==> run_1/met1.png <==
The bar under the picture is 20 um long. Supply wires on this layer in grey.
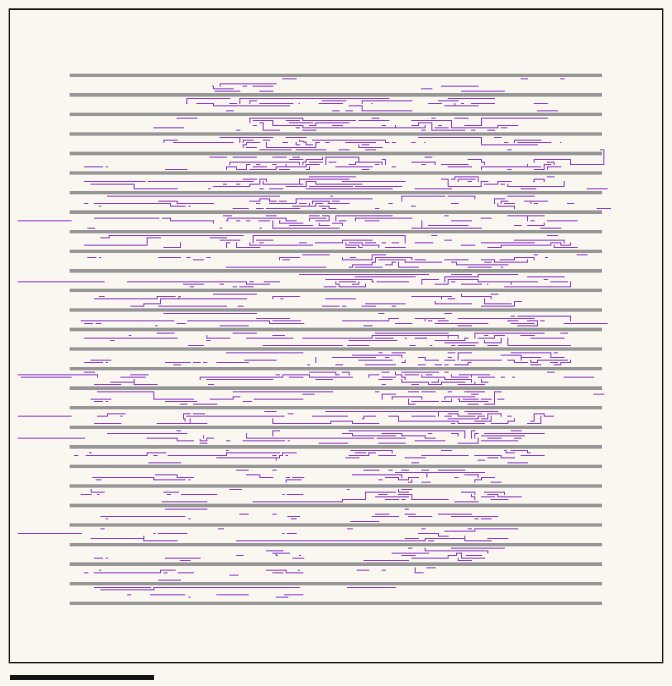
==> run_1/met2.png <==
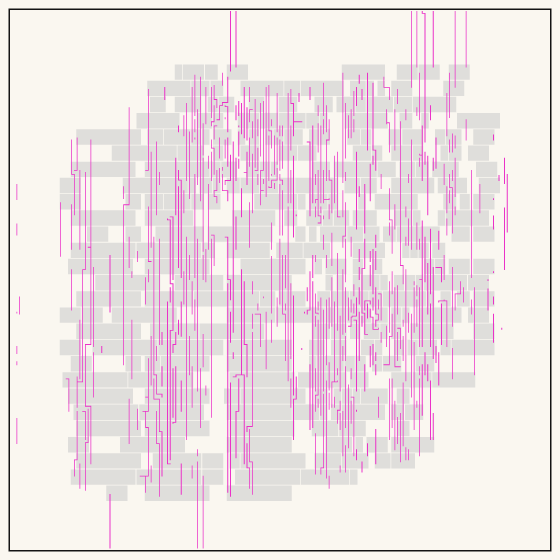
==> run_1/met3.png <==
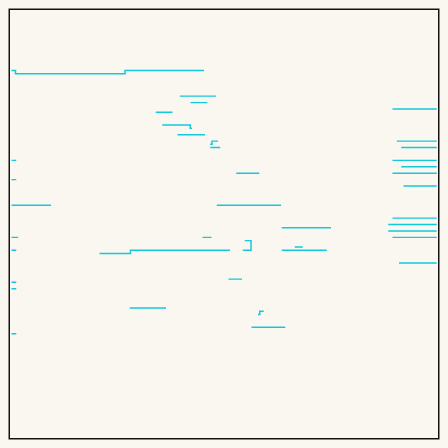
===== src/rtl/alu_pkg.sv =====
// Shared types, opcode constants and the combinational execute function for the ALU command issuer.
package alu_pkg;

  localparam int unsigned OPERAND_W = 4;
  localparam int unsigned OPCODE_W  = 3;
  localparam int unsigned CMD_W     = 2 * OPERAND_W + OPCODE_W;

  localparam logic [OPCODE_W-1:0] OP_ADD = 3'b001;
  localparam logic [OPCODE_W-1:0] OP_SUB = 3'b010;
  localparam logic [OPCODE_W-1:0] OP_AND = 3'b011;
  localparam logic [OPCODE_W-1:0] OP_OR  = 3'b100;
  localparam logic [OPCODE_W-1:0] OP_NOT = 3'b101;

  typedef struct packed {
    logic [OPCODE_W-1:0]  f;
    logic [OPERAND_W-1:0] a;
    logic [OPERAND_W-1:0] b;
  } cmd_t;

  typedef struct packed {
    logic [OPERAND_W-1:0] y;
    logic                 carry;
    logic                 err;
  } res_t;

  typedef enum logic {
    StEmpty,
    StHold
  } out_state_e;

  // Sub uses a 5-bit difference so bit 4 is the borrow (set iff a < b).
  function automatic res_t alu_exec(cmd_t c);
    logic [OPERAND_W:0] wide;
    res_t               r;
    r    = '0;
    wide = '0;
    case (c.f)
      OP_ADD: begin
        wide    = {1'b0, c.a} + {1'b0, c.b};
        r.y     = wide[OPERAND_W-1:0];
        r.carry = wide[OPERAND_W];
      end
      OP_SUB: begin
        wide    = {1'b0, c.a} - {1'b0, c.b};
        r.y     = wide[OPERAND_W-1:0];
        r.carry = wide[OPERAND_W];
      end
      OP_AND:  r.y = c.a & c.b;
      OP_OR:   r.y = c.a | c.b;
      OP_NOT:  r.y = ~c.a;
      default: r.err = 1'b1;
    endcase
    return r;
  endfunction

endpackage


===== src/rtl/alu_cmd_fifo.sv =====
// Synchronous command FIFO; pointers carry one extra wrap bit to tell full from empty.
module alu_cmd_fifo
  import alu_pkg::*;
#(
  parameter int unsigned DEPTH = 4,
  parameter int unsigned WIDTH = CMD_W
) (
  input  logic             clk,
  input  logic             rst_n,
  input  logic             push,
  input  logic [WIDTH-1:0] wdata,
  input  logic             pop,
  output logic [WIDTH-1:0] rdata,
  output logic             full,
  output logic             empty
);

  localparam int unsigned AW = (DEPTH > 1) ? $clog2(DEPTH) : 1;
  localparam logic [AW:0] PtrOne = 1;

  logic [WIDTH-1:0] mem_q [DEPTH];
  logic [AW:0]      wptr_q, wptr_d;
  logic [AW:0]      rptr_q, rptr_d;
  logic             do_push, do_pop;

  assign empty = (wptr_q == rptr_q);
  assign full  = (wptr_q[AW] != rptr_q[AW]) && (wptr_q[AW-1:0] == rptr_q[AW-1:0]);

  // A push while full is dropped even if a pop happens on the same edge.
  assign do_push = push && !full;
  assign do_pop  = pop && !empty;

  assign rdata = mem_q[rptr_q[AW-1:0]];

  always_comb begin
    wptr_d = wptr_q;
    rptr_d = rptr_q;
    if (do_push) wptr_d = wptr_q + PtrOne;
    if (do_pop)  rptr_d = rptr_q + PtrOne;
  end

  always_ff @(posedge clk) begin
    if (!rst_n) begin
      wptr_q <= '0;
      rptr_q <= '0;
    end else begin
      wptr_q <= wptr_d;
      rptr_q <= rptr_d;
    end
  end

  always_ff @(posedge clk) begin
    if (do_push) mem_q[wptr_q[AW-1:0]] <= wdata;
  end

endmodule


===== src/rtl/alu_cmd_issuer.sv =====
// Queues ALU commands, executes them in order and presents one registered result at a time.
module alu_cmd_issuer
  import alu_pkg::*;
#(
  parameter int unsigned DEPTH = 4
) (
  input  logic       clk,
  input  logic       rst_n,
  input  logic       cmd_valid,
  output logic       cmd_ready,
  input  logic [3:0] cmd_a,
  input  logic [3:0] cmd_b,
  input  logic [2:0] cmd_f,
  output logic       res_valid,
  input  logic       res_ready,
  output logic [3:0] res_y,
  output logic       res_carry,
  output logic       res_zero,
  output logic       res_err,
  output logic [7:0] op_count
);

  out_state_e state_q, state_d;
  cmd_t       push_cmd, head_cmd;
  res_t       res_q;
  logic [7:0] op_count_q;
  logic       fifo_full, fifo_empty;
  logic       push, pop;

  assign push_cmd = '{f: cmd_f, a: cmd_a, b: cmd_b};

  // Hold off the producer during reset even though the FIFO looks empty.
  assign cmd_ready = rst_n && !fifo_full;
  assign push      = cmd_valid && cmd_ready;

  alu_cmd_fifo #(
    .DEPTH(DEPTH),
    .WIDTH(CMD_W)
  ) u_fifo (
    .clk  (clk),
    .rst_n(rst_n),
    .push (push),
    .wdata(push_cmd),
    .pop  (pop),
    .rdata(head_cmd),
    .full (fifo_full),
    .empty(fifo_empty)
  );

  always_comb begin
    state_d = state_q;
    pop     = 1'b0;
    unique case (state_q)
      StEmpty: begin
        if (!fifo_empty) begin
          pop     = 1'b1;
          state_d = StHold;
        end
      end
      StHold: begin
        if (res_ready) begin
          if (!fifo_empty) pop = 1'b1;
          else             state_d = StEmpty;
        end
      end
      default: state_d = StEmpty;
    endcase
  end

  always_ff @(posedge clk) begin
    if (!rst_n) begin
      state_q    <= StEmpty;
      res_q      <= '0;
      op_count_q <= '0;
    end else begin
      state_q <= state_d;
      if (pop) res_q <= alu_exec(head_cmd);
      if (res_valid && res_ready) op_count_q <= op_count_q + 8'd1;
    end
  end

  assign res_valid = (state_q == StHold);
  assign res_y     = res_q.y;
  assign res_carry = res_q.carry;
  assign res_err   = res_q.err;
  assign res_zero  = (res_q.y == '0);
  assign op_count  = op_count_q;

endmodule


===== config.mk =====
export PLATFORM = sky130hd
export DESIGN_NAME = alu_cmd_issuer
export DESIGN_NICKNAME = d
export VERILOG_FILES = /design/src/rtl/alu_pkg.sv /design/src/rtl/alu_cmd_fifo.sv /design/src/rtl/alu_cmd_issuer.sv
export SDC_FILE = /design/constraint.sdc
export NUM_CORES = 1
export LEC_CHECK = 0
export CAP_MARGIN = 20
export CORE_MARGIN = 8
export CORE_UTILIZATION = 60
export CTS_BUF_LIST = sky130_fd_sc_hd__clkbuf_4
export DETAILED_ROUTE_END_ITERATION = 6
export GPL_ROUTABILITY_DRIVEN = 1
export PLACE_DENSITY = 0.86
export SYNTH_ARGS = -nofsm -noshare
export SYNTH_HDL_FRONTEND = slang
export SYNTH_HIERARCHICAL = 1
export SYNTH_SLANG_ARGS = --single-unit

===== constraint.sdc =====
create_clock -name clk -period 7.4 [get_ports clk]
set_input_delay 1.48 -clock clk [delete_from_list [all_inputs] [get_ports clk]]
set_output_delay 1.48 -clock clk [all_outputs]
set_load 0.01 [all_outputs]

==> results.yml, run 1 <==
# generated from flow reports
status:
  outcome: "finished clean"
route:
  route.top_layer_used: "met4"
  avgViaCountPerCell: 5.77
  routedLengthMet1_um: 2750
  drt_pre_antenna_iters: 4
  wl_per_cell_um: 16.6
sta:
  tightestPinTransition_ps: 1010
  maxClockFrequency_ghz: 0.214
  holdWs_ps: 513
  finalCriticalPeriod_ps: 4670
  clock_skew_ps: 13.0
  hold_viol_final: 0
  final_min_period_over_clock_period: 0.630
  tns_ps: 0
yosys:
  ys_types: 52
  ys.flops: 67
  ff_type: "sky130_fd_sc_hd__edfxtp_1"
  post_synth_fa_ha_maj_area_fraction: 0.0793
  synth.cell_area_um2: 3350
  yosys_area_um2: 3350
  largest_area_cell: "sky130_fd_sc_hd__edfxtp_1"
  top_cells_by_instance_count_after_synthesis: "sky130_fd_sc_hd__edfxtp_1 (44), sky130_fd_sc_hd__dfxtp_1 (23), sky130_fd_sc_hd__inv_1 (20)"
  seq_area_frac_synth: 0.533
  synth-async-reset-ratio: 0
  synth_cells: 266
  ys_sh_aoi: 0.110
  xor_and_xnor_fraction_of_the_mapped_netlist_area: 0.0340
  yosys.cell_count.top_type: "sky130_fd_sc_hd__edfxtp_1"
  post_synth_main_logic_family: "simple AND/OR/NAND/NOR gates"
worst_setup_path:
  cp.depth: 3
  cpPeakStageDelay_ps: 920
  cp_data_arrival_time_ps: 3190
  worst_setup_path_start_kind: "primary input"
  biggest_fanout_along_the_worst_timing_path: 24
  setup.worst_path.end_class: "primary output"
  worstSetupPathType: "in2out"
  cp_top_family: "buffers and inverters"
  timing.critical_path.cells: "clkdlybuf4s50_1 > nor2b_1 > clkdlybuf4s50_1"
grt:
  grt_most_used_layer: "met2"
  grt_max_degree: 25
  grt_usage: 0.160
  globalRouteOverflowTotal: 0
  antenna_found_initial: 0
  first_pass_grt_wire_length_um: 10600
  number_of_global_route_vias_before_repair: 2265
layout:
  largest_reg_flops: 44
  signal_buffers: 31
  syn2layout_area_growth_pct: 13.5
  drive_gt1_frac: 0.105
  layout.cells.largest_class: "sequential cells"
  final.fill_count: 387
  nMultiInputCombCells: 170
  post-route-cell-area_um2: 3800
  sh_comb_area: 0.375
  layout_top_cell_excl_fill_tap: "sky130_fd_sc_hd__edfxtp_1"
  ff_latch_area_um2: 1780
  multi_input_comb_area_um2: 1420
  antenna_cells_inserted: 0
  layout.non_clock_inverters: 20
floorplan:
  fp_util: 0.615
  core-area_um2: 5440
  chipHeight_um: 90.7
  chipWidth_um: 90.7
  rows: 27
  design.die.area_um2: 8220
place:
  placed_cell_area_um2: 3680
  pre_cts_ws_ps: 2720
  finalWeightedCongestion: 0.860
  dp.final_hpwl_um: 4550
  placed_cells_incl_taps: 360
worst_hold_path:
  worstHoldPathCells: 2
pwr:
  fin_total_pwr_mw: 1.01
  power_per_cell_area_nw_per_um2: 266
job:
  warning_count: 37
  max_cap_violations: 0
clock_network:
  cts_made_buffers: 9
  ctsHoldBuffers: 0
  clk_latency_ps: 390
  cts.sinks: 67
  cts_resized: 0
-- met1.png (at the start) --
- nets with wire on the layer: 303
- main direction: horizontal
- wire length on this layer: 2750 um
- share of all routed wire: 44%
- longest straight run: 26.2 um
routing usage on met1: 0.179
total routed wirelength: 6230 um
overall via count from detail_route: 2170

-- met2.png (at the start) --
- nets with wire on the layer: 285
- main direction: vertical
met2 layer usage reported by global route: 0.276

-- met3.png (at the start) --
- wire length on this layer: 279 um
- share of all routed wire: 4.5%
met3 track demand over resource in global routing: 0.0441

run 1: report_power, final:
part / switching (mW) / internal (mW)
combinational: 0.183 / 0.165
sequential: 0.0340 / 0.428
clock: 0.127 / 0.0726
run 1: path summary, 6_finish.rpt:
path / start / endpoint / slack (ps)
setup reg to reg: flip-flop / res_y[2]$_SDFFE_PN0P_ / 4470
hold reg to reg: op_count[6]$_SDFFE_PN0P_ / op_count[6]$_SDFFE_PN0P_ / 510
setup / recovery: rst_n / cmd_ready / 2730
hold / removal: op_count[6]$_SDFFE_PN0P_ / op_count[6]$_SDFFE_PN0P_ / 510
run 1: worst register-to-register path, delay by kind of cell, from the launching register on:
kind,cells,cell delay (ps)
DFF,1,810
AOI/OAI and AO/OA,3,520
muxes,1,630
xor gates and xnor gates,1,170
adders and majority gates,2,680
==> run 2: changes to the inputs <==
--- a/config.mk
+++ b/config.mk
@@ -7,11 +7,11 @@
 export LEC_CHECK = 0
 export CAP_MARGIN = 20
 export CORE_MARGIN = 8
-export CORE_UTILIZATION = 60
+export CORE_UTILIZATION = 53
 export CTS_BUF_LIST = sky130_fd_sc_hd__clkbuf_4
 export DETAILED_ROUTE_END_ITERATION = 6
 export GPL_ROUTABILITY_DRIVEN = 1
-export PLACE_DENSITY = 0.86
+export PLACE_DENSITY = 0.81
 export SYNTH_ARGS = -nofsm -noshare
 export SYNTH_HDL_FRONTEND = slang
 export SYNTH_HIERARCHICAL = 1
==> constraint.sdc (replaced) <==
create_clock -name clk -period 3.9 [get_ports clk]
set_input_delay 0.78 -clock clk [delete_from_list [all_inputs] [get_ports clk]]
set_output_delay 0.78 -clock clk [all_outputs]
set_load 0.01 [all_outputs]
==> run_2/met4.png <==
The bar under the picture is 20 um long. Supply wires on this layer in grey.
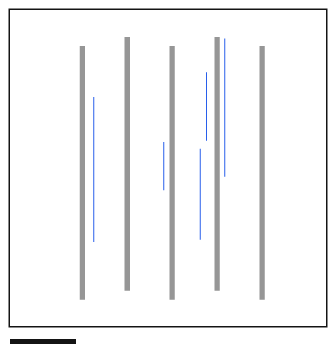
- wire length on this layer: 147 um
- longest straight run: 43.5 um
total routed wirelength: 6140 um
overall via count from detail_route: 2208

==> run_2/final_congestion.png <==
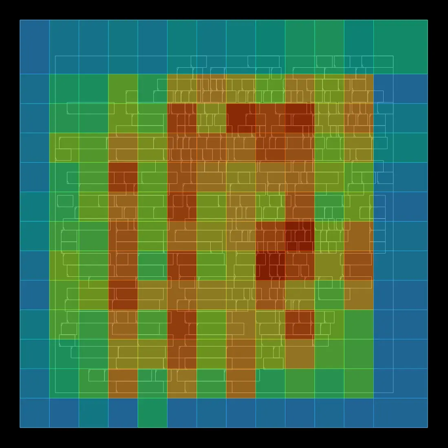
met3 track demand over resource in global routing: 0.0291
aggregate global-route resource usage: 0.146
routing usage on met1: 0.168
met2 layer usage reported by global route: 0.250

==> run_2/met3.png <==
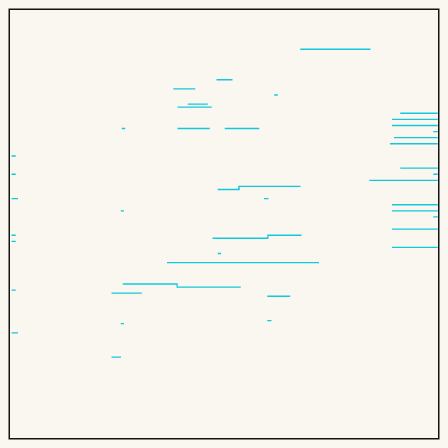
- main direction: horizontal
- wire length on this layer: 282 um
- nets with wire on the layer: 33
- share of all routed wire: 4.6%

==> run 2 against run 1 <==
Compared with the run above:
- die area grew 11%
- flip-flop count is the same
- sequential power grew 86%
- synthesized cell count is the same
- area after synthesis is the same
- sequential share of layout area shrank 0.91 points
- register-to-register slack lost 3200 ps
- setup slack lost 1800 ps
- largest cell class unchanged
- first-iteration DRC count grew 35%
- core utilization shrank 7.8 points
- largest power group unchanged
- worst hold slack lost 5.5 ps
- combinational power grew 96%
==> results.yml, run 2 <==
# generated from flow reports
clock_network:
  cts_resized: 0
  clockRootBuffer: "sky130_fd_sc_hd__clkbuf_4"
  cts.sinks: 67
  ctsHoldBuffers: 0
  cts_made_buffers: 9
  cts.htree.levels: 3
  clk_latency_ps: 400
grt:
  first_pass_grt_wire_length_um: 10200
  antenna_found_initial: 0
  globalRouteOverflowTotal: 0
  number_of_global_route_vias_before_repair: 2188
  grt_max_degree: 25
layout:
  syn2layout_area_growth_pct: 15.8
  flop-count: 67
  layout_top_cell_excl_fill_tap: "sky130_fd_sc_hd__edfxtp_1"
  largest_reg_flops: 44
  multi_input_comb_area_um2: 1420
  seqAreaFraction: 0.460
  signal_buffers: 34
  antenna_cells_inserted: 0
  layout.non_clock_inverters: 20
  drive_gt1_frac: 0.114
  nMultiInputCombCells: 170
  sh_comb_area: 0.368
  final.fill_count: 492
  post-route-cell-area_um2: 3870
  ff_latch_area_um2: 1780
  layout.cells.largest_class: "sequential cells"
yosys:
  ff_type: "sky130_fd_sc_hd__edfxtp_1"
  seq_area_frac_synth: 0.533
  post_synth_main_logic_family: "simple AND/OR/NAND/NOR gates"
  synth-async-reset-ratio: 0
  post_synth_fa_ha_maj_area_fraction: 0.0793
  ys_sh_aoi: 0.110
  synth.cell_area_um2: 3350
  ys.flops: 67
  yosys.cell_count.top_type: "sky130_fd_sc_hd__edfxtp_1"
  largest_area_cell: "sky130_fd_sc_hd__edfxtp_1"
  top_cells_by_instance_count_after_synthesis: "sky130_fd_sc_hd__edfxtp_1 (44), sky130_fd_sc_hd__dfxtp_1 (23), sky130_fd_sc_hd__inv_1 (20)"
  ys_types: 52
  xor_and_xnor_fraction_of_the_mapped_netlist_area: 0.0340
  synth-cells-yosys: 266
  yosys_area_um2: 3350
  synth_cells: 266
worst_setup_path:
  cp_top_family: "buffers and inverters"
  cpPeakStageDelay_ps: 550
  worst_setup_path_start_kind: "primary input"
  cp_data_arrival_time_ps: 2210
  timing.critical_path.cells: "clkdlybuf4s50_1 > buf_4 > nor2b_1 > clkdlybuf4s50_1"
  critPathRequiredTime_ps: 3120
  worstSetupPathType: "in2out"
  biggest_fanout_along_the_worst_timing_path: 24
  setup.worst_path.end_class: "primary output"
  timing.critical_path.from: "rst_n"
floorplan:
  rows: 29
  design.die.area_um2: 9110
  chipHeight_um: 95.5
  core-area_um2: 6240
  fp_util: 0.536
  chipWidth_um: 95.5
sta:
  maxClockFrequency_ghz: 0.335
  clock_skew_ps: 18.5
  final_min_period_over_clock_period: 0.766
  tns_ps: 0
  hold_viol_final: 0
  tightestPinTransition_ps: 694
  holdWs_ps: 508
  finalCriticalPeriod_ps: 2990
  setup_repair_after_global_routing_missed_its_margin: "false"
place:
  dp.final_hpwl_um: 4520
  finalWeightedCongestion: 0.831
  placed_cell_area_um2: 3710
  pre_cts_ws_ps: 838
  placed_cells_incl_taps: 368
worst_hold_path:
  worst_hold_startpoint: "op_count[6]$_SDFFE_PN0P_"
status:
  outcome: "finished clean"
route:
  avgViaCountPerCell: 5.75
  wl_per_cell_um: 16.0
  remaining_drc_errors: 0
  drt_pre_antenna_iters: 4
pwr:
  fin_total_pwr_mw: 2.05
  power_per_cell_area_nw_per_um2: 529
job:
  warning_count: 37
  max_cap_violations: 0
==> run 2: cell counts after synthesis <==
No cell type changed its count.
==> run 2: path summary, 6_finish.rpt <==
path / cells past startpoint / to / slack (ps)
max: 4 / cmd_ready / 910
min: 2 / op_count[6]$_SDFFE_PN0P_ / 510
max reg2reg: 8 / res_y[2]$_SDFFE_PN0P_ / 1260
min reg2reg: 2 / op_count[6]$_SDFFE_PN0P_ / 510
==> run 2: routing by layer <==
metal  vias up  global-route usage  part of all wire
met2        54               0.250              0.50
li1       1080                   -                 -
met1      1061               0.168              0.43
met5         -                   0                 0
met3        13              0.0291             0.046
met4         0              0.0819             0.024
==> run 2: report_power, final <==
group	switching [mW]	internal, mW
Combinational	0.363	0.318
Sequential	0.0466	0.812
Clock	0.241	0.268
Total	0.650	1.40
==> run 3: changes to the inputs <==
==> constraint.sdc (replaced) <==
create_clock -name clk -period 2.56 [get_ports clk]
set_input_delay 0.512 -clock clk [delete_from_list [all_inputs] [get_ports clk]]
set_output_delay 0.512 -clock clk [all_outputs]
set_load 0.01 [all_outputs]
==> run_3/cell_classes.png <==
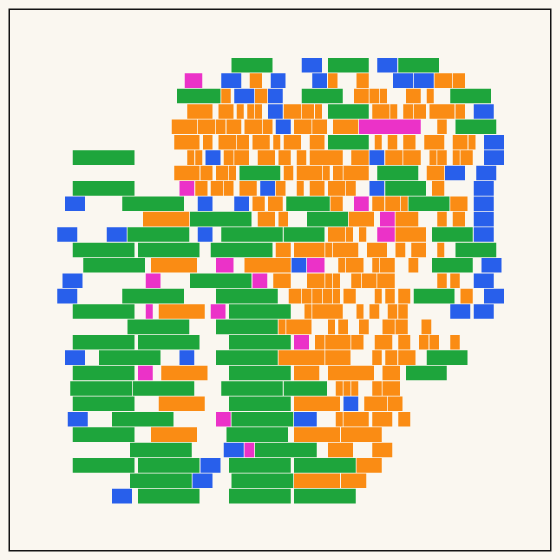
- green: flip-flops (cells 67)
- magenta: clock drivers and dummy loads (cells 16)
- orange: all other logic (cells 190)
- blue: other buffers and delay cells (cells 47)
final design area excluding fillers: 3980 um2
sequential share of cell area: 0.449
area of the core region: 6240 um2
total number of placement rows: 29
Final Core Density: 0.637

==> run_3/met2.png <==
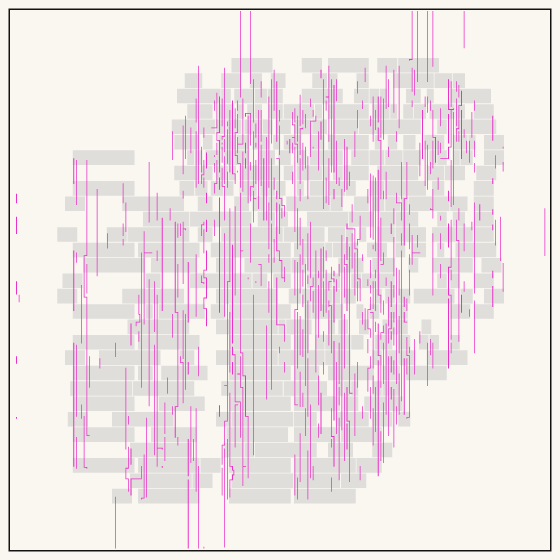
- wire length on this layer: 3260 um
- main direction: vertical
- share of all routed wire: 51%
total routed wirelength: 6380 um
met2 layer usage reported by global route: 0.259
overall via count from detail_route: 2251

==> run_3/met3.png <==
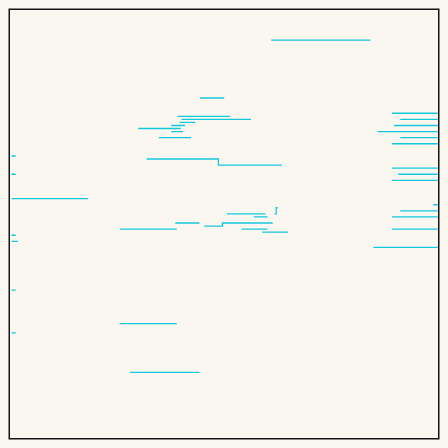
- share of all routed wire: 5.4%
- nets with wire on the layer: 36
- wire length on this layer: 345 um
- main direction: horizontal
- longest straight run: 21.8 um
met3 track demand over resource in global routing: 0.0409

==> run 3 against run 2 <==
Compared with the run above:
- die area unchanged
- core utilization increased by 1.6 points
- via count increased by 1.9%
- worst hold slack improved by 5.8 ps
- register-to-register slack got worse by 1100 ps
- cell count increased by 3.4%
==> results.yml, run 3 <==
# generated from flow reports
status:
  outcome: "finished clean"
worst_setup_path:
  biggest_fanout_along_the_worst_timing_path: 3
  worstSetupPathType: "reg2reg"
  r2r.worst_path.cells: 7
  timing.critical_path.cells: "mux4_2 > ha_1 > fa_2 > xnor2_1 > o21ai_1 > a221oi_2 > o32ai_1"
  cpPeakStageDelay_ps: 550
  worst_setup_path_start_kind: "flip-flop"
  cp_data_arrival_time_ps: 2680
  setup.worst_path.end_class: "flip-flop"
grt:
  grt_usage: 0.147
  first_pass_grt_wire_length_um: 10300
  number_of_global_route_vias_before_repair: 2261
  antenna_found_initial: 0
job:
  warning_count: 37
  max_cap_violations: 0
yosys:
  synth-async-reset-ratio: 0
  ys_types: 52
  yosys.cell_count.top_type: "sky130_fd_sc_hd__edfxtp_1"
  synth-cells-yosys: 266
  largest_area_cell: "sky130_fd_sc_hd__edfxtp_1"
  synth.cell_area_um2: 3350
  yosys_area_um2: 3350
  ff_type: "sky130_fd_sc_hd__edfxtp_1"
  xor_and_xnor_fraction_of_the_mapped_netlist_area: 0.0340
  post_synth_fa_ha_maj_area_fraction: 0.0793
  synth_cells: 266
  post_synth_main_logic_family: "simple AND/OR/NAND/NOR gates"
  ys_sh_aoi: 0.110
sta:
  finalCriticalPeriod_ps: 2410
  clock_skew_ps: 15.2
  final_min_period_over_clock_period: 0.942
  tns_ps: 0
  hold_viol_final: 0
  maxClockFrequency_ghz: 0.415
floorplan:
  chipWidth_um: 95.5
  chipHeight_um: 95.5
  design.die.area_um2: 9110
  fp_util: 0.536
clock_network:
  cts_made_buffers: 9
  ctsHoldBuffers: 0
  clockRootBuffer: "sky130_fd_sc_hd__clkbuf_4"
  clk_latency_ps: 400
  cts.htree.levels: 3
pwr:
  clock_power_share: 0.223
  power_per_cell_area_nw_per_um2: 788
  power.largest_group: "sequential cells"
  combPwrFrac: 0.359
  psw_mw: 1.04
  clk-power_mw: 0.698
  sequentialPower_mw: 1.31
  sw_frac_of_total: 0.334
  fin_total_pwr_mw: 3.13
route:
  drt_pre_antenna_iters: 4
  wl_per_cell_um: 16.1
  avgViaCountPerCell: 5.67
  met3_wirelength_um: 344
  dr_wl_met2_um: 3260
  remaining_drc_errors: 0
layout:
  final.fill_count: 501
  drive_gt1_frac: 0.169
worst_hold_path:
  worstHoldPathCells: 2
  whs_endpoint: "op_count[6]$_SDFFE_PN0P_"
  worst_hold_startpoint: "op_count[6]$_SDFFE_PN0P_"
place:
  placed_cell_area_um2: 3780
  placed_cells_incl_taps: 378
  finalWeightedCongestion: 0.822
  pre_cts_ws_ps: 79.7
[run 3: netlist changes by cell type in the layout (fill, tap and decap cells not counted), moves of 2 or more]
cell / before / now
sky130_fd_sc_hd__clkinvlp_4: 2 / 0
sky130_fd_sc_hd__dfxtp_1: 23 / 20
sky130_fd_sc_hd__inv_6: 1 / 3
sky130_fd_sc_hd__dfxtp_2: 0 / 3
sky130_fd_sc_hd__buf_4: 3 / 15
[run 3: final cells by class]
type	count	area, um2	area share
clock inverters	7	73.8	0.0186
clock buffers	9	67.6	0.0170
inverters	20	75.1	0.0189
flip-flops and latches	67	1790	0.449
multi-input cells	170	1440	0.363
well taps	77	96.3	0.0242
repair buffers	47	434	0.109
[run 3: repair_timing]
action                                  CTS  global route
pin swaps                                 0             1
setup buffers                             0             3
resized                                   2             6
endpoints found under the setup margin    2             2
Power is estimated from default activity; no workload was simulated.
